run_1/wires.png
Scale: 4 px per um. Two of the layers only.
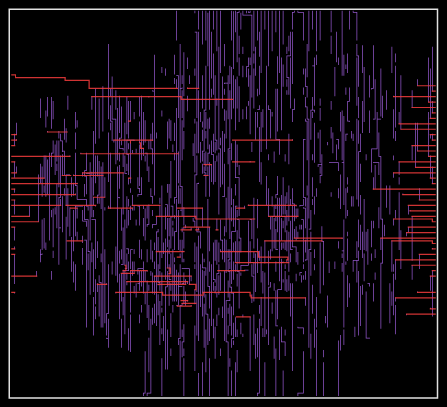
run_1/placement.png
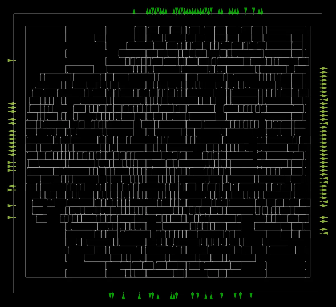
run_1/detail.png
Region (38, 33) to (68, 63) um. Cells in grey, sequential cells in the stronger grey; small squares are vias.
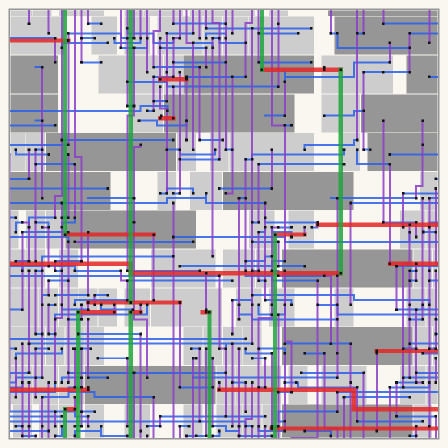
run_1/metal_density.png
Scale: 2 px per um. The die is cut into 21 by 19 equal tiles; dark purple is low, yellow is high, scaled to the fullest tile. Values are wire area over tile area, all layers added.
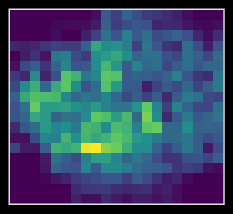
File: src/rtl/z80_ind_jump_seq_pkg.sv
// rtl/z80_ind_jump_seq_pkg.sv - shared z80 types for the JP (HL) sequencer
// Holds the sequencer state enum, trace widths and the wait-counter width helper.
package z80_ind_jump_seq_pkg;

   localparam int Z80_ADDR_W   = 16;
   localparam int Z80_DATA_W   = 8;
   localparam int TR_ADDR_W    = Z80_ADDR_W;
   localparam int TR_DATA_W    = Z80_DATA_W;

   typedef enum logic [1:0] {
      ST_IDLE  = 2'd0,
      ST_RD_LO = 2'd1,
      ST_RD_HI = 2'd2,
      ST_DONE  = 2'd3
   } jp_state_t;

   // Width needed to hold 0..timeout, never narrower than one bit.
   function automatic int wait_cnt_w(input int timeout);
      int w;
      w = (timeout > 0) ? $clog2(timeout + 1) : 1;
      return (w < 1) ? 1 : w;
   endfunction

endpackage

File: src/rtl/z80_ind_jump_seq_wait_timer.sv
// rtl/z80_ind_jump_seq_wait_timer.sv - saturating per-read wait counter
// Ports: clk, reset (async, active-high), clr (restart count), en (count a
// wait cycle), expired (this wait cycle is the TIMEOUT-th one; never with TIMEOUT=0).
module z80_wait_timer #(
   parameter int TIMEOUT = 16,
   parameter int CW      = 5
) (
   input  logic clk,
   input  logic reset,
   input  logic clr,
   input  logic en,
   output logic expired
);

   localparam logic [CW-1:0] LAST = CW'((TIMEOUT > 0) ? (TIMEOUT - 1) : 0);

   logic [CW-1:0] count;

   always_ff @(posedge clk or posedge reset) begin
      if (reset) begin
         count <= '0;
      end else if (clr) begin
         count <= '0;
      end else if (en && (count != {CW{1'b1}})) begin
         count <= count + 1'b1;
      end
   end

   // Flag the cycle whose increment would bring the count to TIMEOUT, so the
   // FSM can abort on the same edge instead of one cycle later.
   generate
      if (TIMEOUT > 0) begin : g_timeout
         assign expired = en && (count == LAST);
      end else begin : g_no_timeout
         assign expired = 1'b0;
      end
   endgenerate

endmodule

File: src/rtl/z80_ind_jump_seq.sv
// rtl/z80_ind_jump_seq.sv - JP (HL) sequencer: reads a 16-bit target from (HL) and loads IP
// Ports: clk, reset (async, active-high); start/hl_in request; busy status;
// mem_req/mem_addr/mem_ack/mem_rdata byte-read port; ip_wr/ip_out IP load;
// err timeout strobe; tr_raddr/tr_raddr2/tr_rdata/tr_rdata2 read trace.
module z80_ind_jump_seq
   import z80_ind_jump_seq_pkg::*;
#(
   parameter int TIMEOUT = 16
) (
   input  logic                 clk,
   input  logic                 reset,
   input  logic                 start,
   input  logic [15:0]          hl_in,
   output logic                 busy,
   output logic                 mem_req,
   output logic [15:0]          mem_addr,
   input  logic                 mem_ack,
   input  logic [7:0]           mem_rdata,
   output logic                 ip_wr,
   output logic [15:0]          ip_out,
   output logic                 err,
   output logic [TR_ADDR_W-1:0] tr_raddr,
   output logic [TR_ADDR_W-1:0] tr_raddr2,
   output logic [TR_DATA_W-1:0] tr_rdata,
   output logic [TR_DATA_W-1:0] tr_rdata2
);

   localparam int CW = wait_cnt_w(TIMEOUT);

   jp_state_t   state;
   logic [15:0] addr_q;
   logic [7:0]  lo_q;
   logic [7:0]  hi_q;
   logic        in_rd;
   logic        tmr_clr;
   logic        tmr_en;
   logic        tmr_expired;

   assign in_rd   = (state == ST_RD_LO) || (state == ST_RD_HI);
   // Restart the count outside reads and on the RD_LO -> RD_HI hand-over.
   assign tmr_clr = !in_rd || ((state == ST_RD_LO) && mem_ack);
   assign tmr_en  = in_rd && !mem_ack;

   z80_wait_timer #(
      .TIMEOUT (TIMEOUT),
      .CW      (CW)
   ) u_wait_timer (
      .clk     (clk),
      .reset   (reset),
      .clr     (tmr_clr),
      .en      (tmr_en),
      .expired (tmr_expired)
   );

   assign busy      = (state != ST_IDLE);
   // The high byte only changes on the edge that enters DONE, so it can
   // drive the trace directly and still hold between operations.
   assign tr_rdata2 = hi_q;

   always_ff @(posedge clk or posedge reset) begin
      if (reset) begin
         state     <= ST_IDLE;
         addr_q    <= '0;
         lo_q      <= '0;
         hi_q      <= '0;
         mem_req   <= 1'b0;
         mem_addr  <= '0;
         ip_wr     <= 1'b0;
         ip_out    <= '0;
         err       <= 1'b0;
         tr_raddr  <= '0;
         tr_raddr2 <= '0;
         tr_rdata  <= '0;
      end else begin
         ip_wr <= 1'b0;
         err   <= 1'b0;
         case (state)
            ST_IDLE: begin
               if (start) begin
                  addr_q   <= hl_in;
                  mem_req  <= 1'b1;
                  mem_addr <= hl_in;
                  state    <= ST_RD_LO;
               end
            end
            ST_RD_LO: begin
               if (mem_ack) begin
                  lo_q     <= mem_rdata;
                  mem_addr <= addr_q + 16'd1;
                  state    <= ST_RD_HI;
               end else if (tmr_expired) begin
                  mem_req <= 1'b0;
                  err     <= 1'b1;
                  state   <= ST_IDLE;
               end
            end
            ST_RD_HI: begin
               if (mem_ack) begin
                  hi_q      <= mem_rdata;
                  mem_req   <= 1'b0;
                  ip_wr     <= 1'b1;
                  ip_out    <= {mem_rdata, lo_q};
                  tr_raddr  <= addr_q;
                  tr_raddr2 <= mem_addr;
                  tr_rdata  <= lo_q;
                  state     <= ST_DONE;
               end else if (tmr_expired) begin
                  mem_req <= 1'b0;
                  err     <= 1'b1;
                  state   <= ST_IDLE;
               end
            end
            default: begin
               state <= ST_IDLE;
            end
         endcase
      end
   end

endmodule

File: config.mk
export PLATFORM = sky130hd
export DESIGN_NAME = z80_ind_jump_seq
export DESIGN_NICKNAME = d
export VERILOG_FILES = /design/src/rtl/z80_ind_jump_seq_pkg.sv /design/src/rtl/z80_ind_jump_seq_wait_timer.sv /design/src/rtl/z80_ind_jump_seq.sv
export SDC_FILE = /design/constraint.sdc
export NUM_CORES = 1
export LEC_CHECK = 0
export ABC_AREA = 1
export CORE_ASPECT_RATIO = 0.9
export CORE_MARGIN = 4
export CORE_UTILIZATION = 51
export CTS_BUF_LIST = sky130_fd_sc_hd__clkbuf_2 sky130_fd_sc_hd__clkbuf_4 sky130_fd_sc_hd__clkbuf_8
export DETAILED_ROUTE_END_ITERATION = 10
export PLACE_DENSITY = 0.92
export SLEW_MARGIN = 20
export SYNTH_ARGS = -nofsm -noshare
export SYNTH_HDL_FRONTEND = slang
export SYNTH_SLANG_ARGS = --single-unit
export TNS_END_PERCENT = 1
File: constraint.sdc
create_clock -name clk -period 4.35 [get_ports clk]
set_input_delay 0.87 -clock clk [delete_from_list [all_inputs] [get_ports clk]]
set_output_delay 0.87 -clock clk [all_outputs]
set_load 0.005 [all_outputs]
==> report_table.html, run 1 <==
<p>Metrics extracted from the flow reports.</p>
<table>
<tr><th>Metric</th><th>Value</th></tr>
<tr><th colspan="2">Logic synthesis</th></tr>
<tr><td>Commonest cells in the synthesized netlist</td><td>178 x sky130_fd_sc_hd__nand2_1, 98 x sky130_fd_sc_hd__dfrtp_1, 61 x sky130_fd_sc_hd__inv_1</td></tr>
<tr><td>Count of instantiated cells in the yosys netlist</td><td>533</td></tr>
<tr><td>Part of the Yosys area used for sequential elements</td><td>0.549</td></tr>
<tr><td>Post-synthesis instance area</td><td>4470 sq um</td></tr>
<tr><td>Area fraction in compound gates after synthesis</td><td>0.107</td></tr>
<tr><th colspan="2">Power</th></tr>
<tr><td>Pint</td><td>0.00245 W</td></tr>
<tr><td>Fraction of power consumed by combinational cells</td><td>0.450</td></tr>
<tr><td>Clock network power</td><td>0.000580 W</td></tr>
<tr><td>Combinational power</td><td>0.00181 W</td></tr>
<tr><th colspan="2">Critical path</th></tr>
<tr><td>Endpoint class of the critical path</td><td>primary output</td></tr>
<tr><td>Critical path's top delay family</td><td>buffers and inverters</td></tr>
<tr><td>Worst path required time</td><td>3480 ps</td></tr>
<tr><td>Reg-to-reg critical path endpoint</td><td>mem_addr[7]$_DFFE_PP0P_</td></tr>
<tr><td>Destination of the critical timing path</td><td>busy</td></tr>
<tr><th colspan="2">Layout</th></tr>
<tr><td>Area of all placed cells without fillers</td><td>5730 sq um</td></tr>
<tr><td>Final-layout non-clock buffer area share</td><td>0.198</td></tr>
<tr><td>Highest-count logic cell in the final layout</td><td>sky130_fd_sc_hd__nand2_1</td></tr>
<tr><th colspan="2">Floorplanning</th></tr>
<tr><td>Die width</td><td>107 um</td></tr>
<tr><td>Core Footprint</td><td>8570 sq um</td></tr>
<tr><td>Number of placed I/O pins</td><td>112</td></tr>
<tr><th colspan="2">Timing</th></tr>
<tr><td>Final critical-path setup slack</td><td>1680 ps</td></tr>
<tr><td>Unrepaired setup endpoints after global routing</td><td>false</td></tr>
<tr><td>Final tally of setup violations</td><td>0</td></tr>
<tr><th colspan="2">Placement</th></tr>
<tr><td>DP HPWL</td><td>8.14 mm</td></tr>
<tr><th colspan="2">Run status</th></tr>
<tr><td>Run status</td><td>finished clean</td></tr>
<tr><th colspan="2">Global routing</th></tr>
<tr><td>Busiest grt layer</td><td>met2</td></tr>
<tr><th colspan="2">CTS</th></tr>
<tr><td>Setup Buffers After CTS</td><td>0</td></tr>
<tr><th colspan="2">Min path</th></tr>
<tr><td>Startpoint of the most critical hold path</td><td>lo_q[1]$_DFFE_PP0P_</td></tr>
<tr><th colspan="2">Detailed routing</th></tr>
<tr><td>Metal2 WL</td><td>5.49 mm</td></tr>
</table>
-- wires.png (at the start) --
legend:
  purple:
    layer: metal 2
    wire_length: 5490 um
  red:
    layer: metal 3
    wire_length: 759 um
count of vias placed by the detailed router: 3870
total routed wirelength: 11.0 mm
Routed WL per cell: 14.7 um
GRT Overall Usage: 0.219

-- placement.png (at the start) --
fill cell instance count of the final layout: 704
flip-flops: 98
tapcells inserted: 119
final core utilization: 0.669
placement row count: 32

-- detail.png (at the start) --
legend:
  red:
    layer: metal 3
  blue:
    layer: metal 1
  purple:
    layer: metal 2
  green:
    layer: metal 4
netlist names of flops here include: mem_addr (6), addr_q (4), state (2)
cells with their middle in the window: 84
sequential cells in the window: 13
most frequent: nand2_1 (24), dfrtp_1 (13), nor2_1 (10)

-- metal_density.png (at the start) --
mean over tiles: 0.17
fullest tile: 0.62
tiles over half the peak: 14%

run_1/logic_types.png
Scale: 4 px per um.
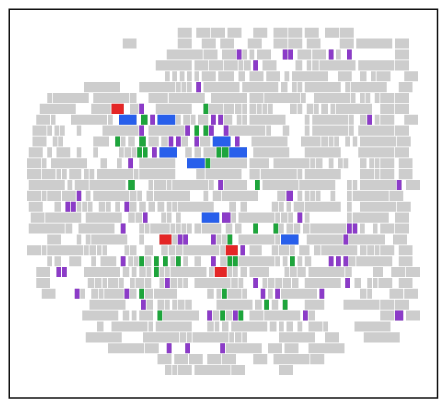

==> run 1 -> run 2 <==
Clock period 4.35 ns to 2.7 ns, I/O delays scaled along.
run_2/logic_types.png
Scale: 4 px per um.
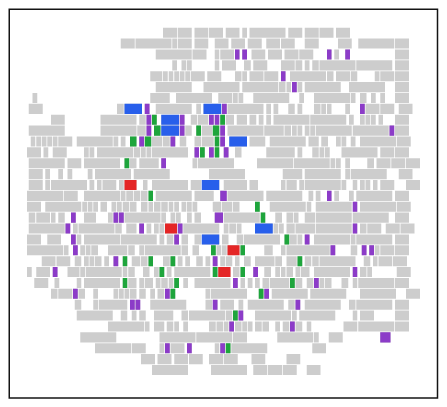
legend:
  red:
    family: xor and xnor cells
    cells: 4
    where: centre
  purple:
    family: inv cells
    cells: 63
  green:
    family: nor cells
    cells: 31
  blue:
    family: fa/ha/maj cells
    cells: 8

==> run 2 against run 1 <==
  * Global-route usage increased by 0.082 points
  * Design area grew 1.0%
  * Synthesized area unchanged
  * Die size unchanged
  * Flip-flop count did not move
  * Highest routed layer unchanged
  * Setup slack worse by 1300 ps
==> report_table.html, run 2 <==
<p>Metrics extracted from the flow reports.</p>
<table>
<tr><th>Metric</th><th>Value</th></tr>
<tr><th colspan="2">Critical path</th></tr>
<tr><td>Worst path required time</td><td>2160 ps (-1320 ps)</td></tr>
<tr><td>Destination of the critical timing path</td><td>busy</td></tr>
<tr><td>Reg-to-reg critical path endpoint</td><td>mem_addr[13]$_DFFE_PP0P_</td></tr>
<tr><td>Endpoint class of the critical path</td><td>primary output</td></tr>
<tr><td>Critical path's top delay family</td><td>buffers and inverters</td></tr>
<tr><th colspan="2">Logic synthesis</th></tr>
<tr><td>Area fraction in compound gates after synthesis</td><td>0.107 (unchanged)</td></tr>
<tr><td>Commonest cells in the synthesized netlist</td><td>178 x sky130_fd_sc_hd__nand2_1, 98 x sky130_fd_sc_hd__dfrtp_1, 61 x sky130_fd_sc_hd__inv_1</td></tr>
<tr><td>Part of the Yosys area used for sequential elements</td><td>0.549 (unchanged)</td></tr>
<tr><td>Count of instantiated cells in the yosys netlist</td><td>533 (unchanged)</td></tr>
<tr><td>Post-synth EDFFs</td><td>0</td></tr>
<tr><td>Post-synthesis instance area</td><td>4470 sq um (unchanged)</td></tr>
<tr><th colspan="2">Job</th></tr>
<tr><td>Number of max-cap violations</td><td>0</td></tr>
<tr><th colspan="2">Floorplanning</th></tr>
<tr><td>Core Footprint</td><td>8570 sq um (unchanged)</td></tr>
<tr><td>Placement row count</td><td>32 (unchanged)</td></tr>
<tr><td>Number of placed I/O pins</td><td>112 (unchanged)</td></tr>
<tr><td>Tapcells inserted</td><td>119 (unchanged)</td></tr>
<tr><th colspan="2">Min path</th></tr>
<tr><td>Startpoint of the most critical hold path</td><td>lo_q[7]$_DFFE_PP0P_</td></tr>
<tr><th colspan="2">Layout</th></tr>
<tr><td>Sequential cell area</td><td>2450 sq um</td></tr>
<tr><td>Area of all placed cells without fillers</td><td>5790 sq um (+1.0%)</td></tr>
<tr><td>Final core utilization</td><td>0.676 (+0.00672)</td></tr>
<tr><td>Final-layout non-clock buffer area share</td><td>0.204 (+0.00624)</td></tr>
<tr><td>Number of signal-net inverters in the final layout</td><td>63</td></tr>
<tr><td>Highest-count logic cell in the final layout</td><td>sky130_fd_sc_hd__nand2_1</td></tr>
<tr><td>Flip-flops</td><td>98 (unchanged)</td></tr>
<tr><th colspan="2">Timing</th></tr>
<tr><td>Count of final hold-check violations</td><td>0</td></tr>
<tr><td>Final tally of setup violations</td><td>0 (unchanged)</td></tr>
<tr><td>Unrepaired setup endpoints after global routing</td><td>false</td></tr>
<tr><td>Final critical-path setup slack</td><td>372 ps (-1310 ps)</td></tr>
<tr><th colspan="2">Detailed routing</th></tr>
<tr><td>Metal2 WL</td><td>5.62 mm (+2.2%)</td></tr>
<tr><td>Total routed wirelength</td><td>11.0 mm (about the same)</td></tr>
<tr><td>Antenna Violating Nets Remaining</td><td>0</td></tr>
<tr><td>Count of vias placed by the detailed router</td><td>3895 (+0.65%)</td></tr>
<tr><td>Routed WL per cell</td><td>14.6 um (-0.45%)</td></tr>
<tr><th colspan="2">Run status</th></tr>
<tr><td>Run status</td><td>finished clean</td></tr>
<tr><th colspan="2">Power</th></tr>
<tr><td>Clock network power</td><td>0.000951 W (+64%)</td></tr>
<tr><td>Fraction of power consumed by combinational cells</td><td>0.452 (+0.002)</td></tr>
<tr><td>Pint</td><td>0.00406 W (+66%)</td></tr>
<tr><td>Combinational power</td><td>0.00295 W (+63%)</td></tr>
<tr><td>Post-layout total power</td><td>0.00652 W</td></tr>
<tr><th colspan="2">Global routing</th></tr>
<tr><td>Global-route wire length before repair</td><td>18.6 mm</td></tr>
<tr><td>GRT Overall Usage</td><td>0.220 (+0.000823)</td></tr>
<tr><td>Busiest grt layer</td><td>met2</td></tr>
<tr><th colspan="2">Placement</th></tr>
<tr><td>DP HPWL</td><td>8.16 mm (+0.20%)</td></tr>
<tr><th colspan="2">CTS</th></tr>
<tr><td>Setup Buffers After CTS</td><td>0 (unchanged)</td></tr>
</table>
run_2/wires.png
Scale: 4 px per um. Two of the layers only.
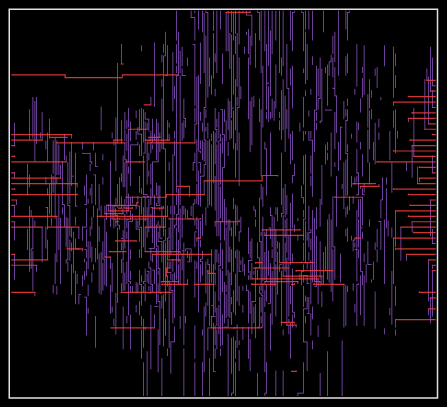
legend:
  red:
    layer: metal 3
    wire_length: 773 um
  purple:
    layer: metal 2
    wire_length: 5620 um

Power figures rest on the tool's default switching activity, not on a simulated workload.
